### Register map, names as in the netlist

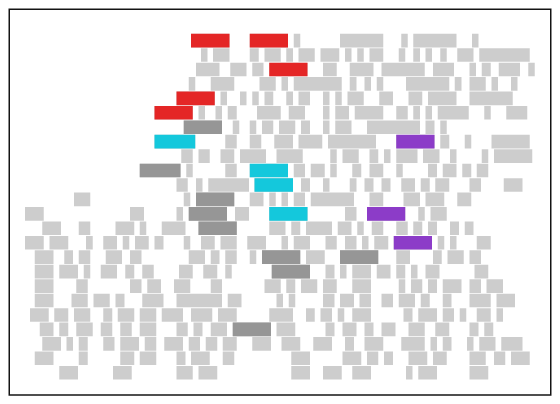
### Selected gate families

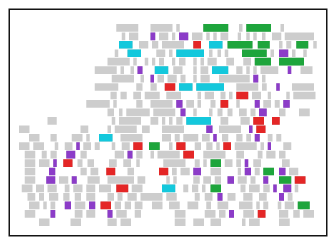
<file path="src/rtl/ht_pkg.sv">
// Shared definitions for the MP3 big-value Huffman pair encoder/decoders.
// Table parameters are indexed by Huffman table number.
package ht_pkg;

    typedef enum logic [2:0] {
        S_IDLE,
        S_CODE,
        S_XLIN,
        S_XSIGN,
        S_YLIN,
        S_YSIGN
    } ht_state_t;

    localparam int MAX_CODE_LEN = 19;

    localparam int LINBITS_BY_TABLE [32] = '{
        0, 0, 0, 0, 0, 0, 0, 0,
        0, 0, 0, 0, 0, 0, 0, 0,
        1, 2, 3, 4, 6, 8, 10, 13,
        4, 5, 6, 7, 8, 9, 11, 13
    };

    // Largest codeword index per table; tables 4 and 14 do not exist.
    localparam int ABS_MAX_BY_TABLE [32] = '{
        0, 1, 2, 2, 0, 3, 3, 5,
        5, 5, 7, 7, 7, 15, 0, 15,
        15, 15, 15, 15, 15, 15, 15, 15,
        15, 15, 15, 15, 15, 15, 15, 15
    };

endpackage

</file>
<file path="src/rtl/ht_code_rom.sv">
// Combinational Huffman codeword lookup for one (x,y) index pair.
// Codes are right-aligned in code; len gives the number of valid bits.
module ht_code_rom
    import ht_pkg::*;
#(
    parameter int TABLE_ID = 1,
    parameter int MAX_BITS = MAX_CODE_LEN
) (
    input  logic [3:0]          x_idx,
    input  logic [3:0]          y_idx,
    output logic [MAX_BITS-1:0] code,
    output logic [4:0]          len
);

    always_comb begin
        code = '0;
        len  = 5'd1;
        unique case (1'b1)
            (TABLE_ID == 0): begin
                code = '0;
                len  = 5'd1;
            end
            (TABLE_ID == 1): begin
                unique case ({x_idx, y_idx})
                    8'h00: begin
                        code = MAX_BITS'(1);
                        len  = 5'd1;
                    end
                    8'h01: begin
                        code = MAX_BITS'(1);
                        len  = 5'd3;
                    end
                    8'h10: begin
                        code = MAX_BITS'(1);
                        len  = 5'd2;
                    end
                    8'h11: begin
                        code = MAX_BITS'(0);
                        len  = 5'd3;
                    end
                    default: begin
                        code = MAX_BITS'(1);
                        len  = 5'd1;
                    end
                endcase
            end
            default: begin
                // Wider tables: "1" for (0,0), else "0" + x_idx + y_idx.
                if ({x_idx, y_idx} == 8'h00) begin
                    code = MAX_BITS'(1);
                    len  = 5'd1;
                end else begin
                    code = MAX_BITS'({1'b0, x_idx, y_idx});
                    len  = 5'd9;
                end
            end
        endcase
    end

endmodule

</file>
<file path="src/rtl/ht_pair_encoder.sv">
// Huffman pair encoder: one signed (x,y) pair in, a serial bitstream out
// in codeword, x linbits, x sign, y linbits, y sign order.
module ht_pair_encoder
    import ht_pkg::*;
#(
    parameter int TABLE_ID = 1,
    parameter int LINBITS  = LINBITS_BY_TABLE[TABLE_ID],
    parameter int MAX_BITS = MAX_CODE_LEN
) (
    input  logic        clk,
    input  logic        rst,
    input  logic        axiiv,
    output logic        in_ready,
    input  logic [15:0] x_val,
    input  logic [15:0] y_val,
    output logic        axiov,
    output logic        axiod,
    output logic        last,
    output logic        sat
);

    localparam int LW = (LINBITS > 0) ? LINBITS : 1;
    localparam int AMAX = (LINBITS > 0) ? 15 + (1 << LINBITS) - 1
                                        : ABS_MAX_BY_TABLE[TABLE_ID];
    localparam logic [16:0] AMAX17 = 17'(AMAX);

    ht_state_t state, state_n;
    ht_state_t follow;
    ht_state_t after_code, after_xlin, after_xsign, after_ylin;

    logic [4:0]          cnt, cnt_n;
    logic [3:0]          x_idx, y_idx;
    logic [LW-1:0]       x_lin, y_lin;
    logic                x_sgn, y_sgn;
    logic [MAX_BITS-1:0] code;
    logic [4:0]          len;

    logic [16:0] x_raw, y_raw, x_mag, y_mag;
    logic        x_sat, y_sat;
    logic        accept, done;
    logic        x_lin_en, y_lin_en, x_nz, y_nz;
    logic        code_bit, xl_bit, yl_bit;

    // Two's-complement magnitude in 17 bits so -32768 becomes +32768.
    assign x_raw = x_val[15] ? 17'd0 - {x_val[15], x_val} : {1'b0, x_val};
    assign y_raw = y_val[15] ? 17'd0 - {y_val[15], y_val} : {1'b0, y_val};
    assign x_sat = x_raw > AMAX17;
    assign y_sat = y_raw > AMAX17;
    assign x_mag = x_sat ? AMAX17 : x_raw;
    assign y_mag = y_sat ? AMAX17 : y_raw;

    ht_code_rom #(
        .TABLE_ID (TABLE_ID),
        .MAX_BITS (MAX_BITS)
    ) u_rom (
        .x_idx (x_idx),
        .y_idx (y_idx),
        .code  (code),
        .len   (len)
    );

    assign x_lin_en = (LINBITS > 0) && (x_idx == 4'd15);
    assign y_lin_en = (LINBITS > 0) && (y_idx == 4'd15);
    assign x_nz     = x_idx != 4'd0;
    assign y_nz     = y_idx != 4'd0;

    // MSB-first bit selects; cnt counts bits already sent in this field.
    assign code_bit = |(code & (MAX_BITS'(1) << (len - 5'd1 - cnt)));
    assign xl_bit   = |(x_lin & (LW'(1) << (5'(LW - 1) - cnt)));
    assign yl_bit   = |(y_lin & (LW'(1) << (5'(LW - 1) - cnt)));

    assign after_ylin  = y_nz ? S_YSIGN : S_IDLE;
    assign after_xsign = y_lin_en ? S_YLIN : after_ylin;
    assign after_xlin  = x_nz ? S_XSIGN : after_xsign;
    assign after_code  = x_lin_en ? S_XLIN : after_xlin;

    always_comb begin
        axiov    = 1'b0;
        axiod    = 1'b0;
        done     = 1'b0;
        follow   = S_IDLE;
        state_n  = state;
        cnt_n    = cnt;
        unique case (state)
            S_IDLE: begin
                follow = S_IDLE;
            end
            S_CODE: begin
                axiov  = 1'b1;
                axiod  = code_bit;
                done   = cnt == (len - 5'd1);
                follow = after_code;
            end
            S_XLIN: begin
                axiov  = 1'b1;
                axiod  = xl_bit;
                done   = cnt == 5'(LW - 1);
                follow = after_xlin;
            end
            S_XSIGN: begin
                axiov  = 1'b1;
                axiod  = x_sgn;
                done   = 1'b1;
                follow = after_xsign;
            end
            S_YLIN: begin
                axiov  = 1'b1;
                axiod  = yl_bit;
                done   = cnt == 5'(LW - 1);
                follow = after_ylin;
            end
            S_YSIGN: begin
                axiov  = 1'b1;
                axiod  = y_sgn;
                done   = 1'b1;
                follow = S_IDLE;
            end
            default: begin
                state_n = S_IDLE;
            end
        endcase

        last     = axiov && done && (follow == S_IDLE);
        in_ready = (state == S_IDLE) || last;
        accept   = axiiv && in_ready;

        if (state == S_IDLE) begin
            cnt_n = 5'd0;
            if (accept) begin
                state_n = S_CODE;
            end
        end else if (state != state_n) begin
            cnt_n = 5'd0;
        end else if (done) begin
            cnt_n = 5'd0;
            if (last) begin
                state_n = accept ? S_CODE : S_IDLE;
            end else begin
                state_n = follow;
            end
        end else begin
            cnt_n = cnt + 5'd1;
        end
    end

    always_ff @(posedge clk) begin
        if (!rst) begin
            state <= S_IDLE;
            cnt   <= 5'd0;
            x_idx <= 4'd0;
            y_idx <= 4'd0;
            x_lin <= '0;
            y_lin <= '0;
            x_sgn <= 1'b0;
            y_sgn <= 1'b0;
            sat   <= 1'b0;
        end else begin
            state <= state_n;
            cnt   <= cnt_n;
            sat   <= accept && (x_sat || y_sat);
            if (accept) begin
                x_idx <= (x_mag >= 17'd15) ? 4'd15 : x_mag[3:0];
                y_idx <= (y_mag >= 17'd15) ? 4'd15 : y_mag[3:0];
                x_lin <= LW'(x_mag - 17'd15);
                y_lin <= LW'(y_mag - 17'd15);
                x_sgn <= x_val[15];
                y_sgn <= y_val[15];
            end
        end
    end

endmodule

</file>
<file path="config.mk">
export PLATFORM = sky130hd
export DESIGN_NAME = ht_pair_encoder
export DESIGN_NICKNAME = d
export VERILOG_FILES = /design/src/rtl/ht_pkg.sv /design/src/rtl/ht_code_rom.sv /design/src/rtl/ht_pair_encoder.sv
export SDC_FILE = /design/constraint.sdc
export NUM_CORES = 1
export LEC_CHECK = 0
export CAP_MARGIN = 20
export CELL_PAD_IN_SITES_DETAIL_PLACEMENT = 1
export CELL_PAD_IN_SITES_GLOBAL_PLACEMENT = 1
export CORE_ASPECT_RATIO = 0.7
export CORE_MARGIN = 2
export CORE_UTILIZATION = 36
export DETAILED_ROUTE_END_ITERATION = 6
export HOLD_SLACK_MARGIN = 0.1
export PLACE_DENSITY = 0.83
export SLEW_MARGIN = 30
export SYNTH_ARGS = -nofsm -noshare
export SYNTH_HDL_FRONTEND = slang
export SYNTH_HIERARCHICAL = 1
export SYNTH_SLANG_ARGS = --single-unit
</file>
<file path="constraint.sdc">
create_clock -name clk -period 3.9 [get_ports clk]
set_input_delay 0.78 -clock clk [delete_from_list [all_inputs] [get_ports clk]]
set_output_delay 0.78 -clock clk [all_outputs]
set_load 0.05 [all_outputs]
</file>
==> impl_metrics.ini <==
; implementation run metrics
[cells_and_area]
n_antenna_cell = 0
final_cell_mix = clkdlybuf4s50_1, nor2_1, conb_1
nFlopsAndLatches = 21

[power]
power_density_nw_per_um2 = 233
max-vdd-ir-drop_mv = 0.141
total_leakage_power_nw = 1.20

[synthesis]
synth_area_per_cell_um2 = 7.89
ys_cells = 305
ys_sh_aoi = 0.197
yosysUniqueCellTypes = 62
synth.largest_area_cell = dfxtp_1
synthMuxAreaShare = 0.0816
top_area_frac = 0.175
ys_dominant_reg_cell = dfxtp_1

[clock_tree]
post-cts-setup-buffers = 2
htreeDepth = 1
hold_buffers = 0

[drt]
dr.first_iter.drc_count = 97
met3_length_um = 256

[critical_path]
endpoint_kind = output pin
critical_path_required_ns = 3.12
cp-startpoint = y_idx[1]$_SDFFE_PN0P_
slowest_stage = mux4_2
rrSetupSlack_ns = 0.61

[final_timing]
max_freq_mhz = 239
finalWorstSetupSlack_ns = -0.286
setup_viol = 1

[global_route]
first_global_vias = 2409
top_usage_layer = met2

[floorplan]
coreArea_um2 = 6340
io_pins = 40
die_y_um = 72.4
row_count = 24

[flow_run]
cap_violations = 0

[outcome]
failed_checks = negative setup slack
outcome = finished, violations left
Back to the opening pictures, 'Register map, names as in the netlist':
[cnt] red | flops: 5
[y_idx] cyan | flops: 4 | where: middle
[state] purple | flops: 3

Back to the opening pictures, 'Selected gate families':
[fa/ha/maj cells] cyan | cells: 11 | most used: ha_1
[mux cells] green | cells: 14
[nand cells] purple | cells: 40 | most used: nand3_1 | where: spread over the die
[non-inverting ao/oa cells] red | cells: 18 | most used: o21a_1

## cell usage after synthesis (3+ instances only)
cell	number
clkbuf_1	8
inv_1	21
o31ai_1	4
nor2b_1	7
xnor2_1	10
nand3b_1	3
o2111ai_1	3
or4_1	4
mux4_2	4
nand2b_1	4
and3_1	8
o21ai_0	8
a21boi_0	3
nor3_1	15
a21oi_1	10
ha_1	10
buf_4	21
xor2_1	6
o22ai_1	5
nand4b_1	4
a32oi_1	4
dfxtp_1	21
mux2i_1	5
o21a_1	3
or3_1	6
mux2_2	5
nand2_1	10
nor4_1	8
nor2_1	25
nand4_1	5
nand3_1	14
## where the power goes
part | total, mW | internal (mW) | switching, mW | leakage (nW)
clock | 0.145 | 0.0712 | 0.0741 | 0.0255
combinational | 0.343 | 0.173 | 0.170 | 1.00
sequential | 0.230 | 0.220 | 0.00988 | 0.172
total | 0.718 | 0.464 | 0.254 | 1.20
## per-stage QoR
stage	util	setup TNS, ns	instance area (um^2)	cells	power, mW
after floorplan	-	0	2520	325	0.442
after global placement	0.467	-0.00952	2960	440	0.530
after detailed placement	0.467	-0.146	2960	440	0.543
after CTS	0.483	-0.281	3060	446	0.708
after global routing	0.487	-0.551	3080	446	0.761
final	0.487	-0.286	3080	446	0.718
## worst register-to-register path, delay by kind of cell, from the launching register on
family / cells / cell delay, ns
AND/OR/NAND/NOR: 4 / 0.77
XOR/XNOR: 1 / 0.14
flip-flops: 1 / 0.35
buffers and inverters: 5 / 0.69
adder cells (fa/ha/maj): 2 / 0.54
AND-OR/OR-AND: 4 / 0.70
## logic make-up (layout without fill, tap and decap cells)
group / Yosys count / count (layout)
simple gates: 125 / 125
xor+xnor: 16 / 16
fa+ha+maj: 11 / 11
other cells: 1 / 21
mux: 14 / 14
compound gates: 64 / 64
buf+inv: 53 / 83
flops: 21 / 21
Power is estimated from default activity; no workload was simulated.
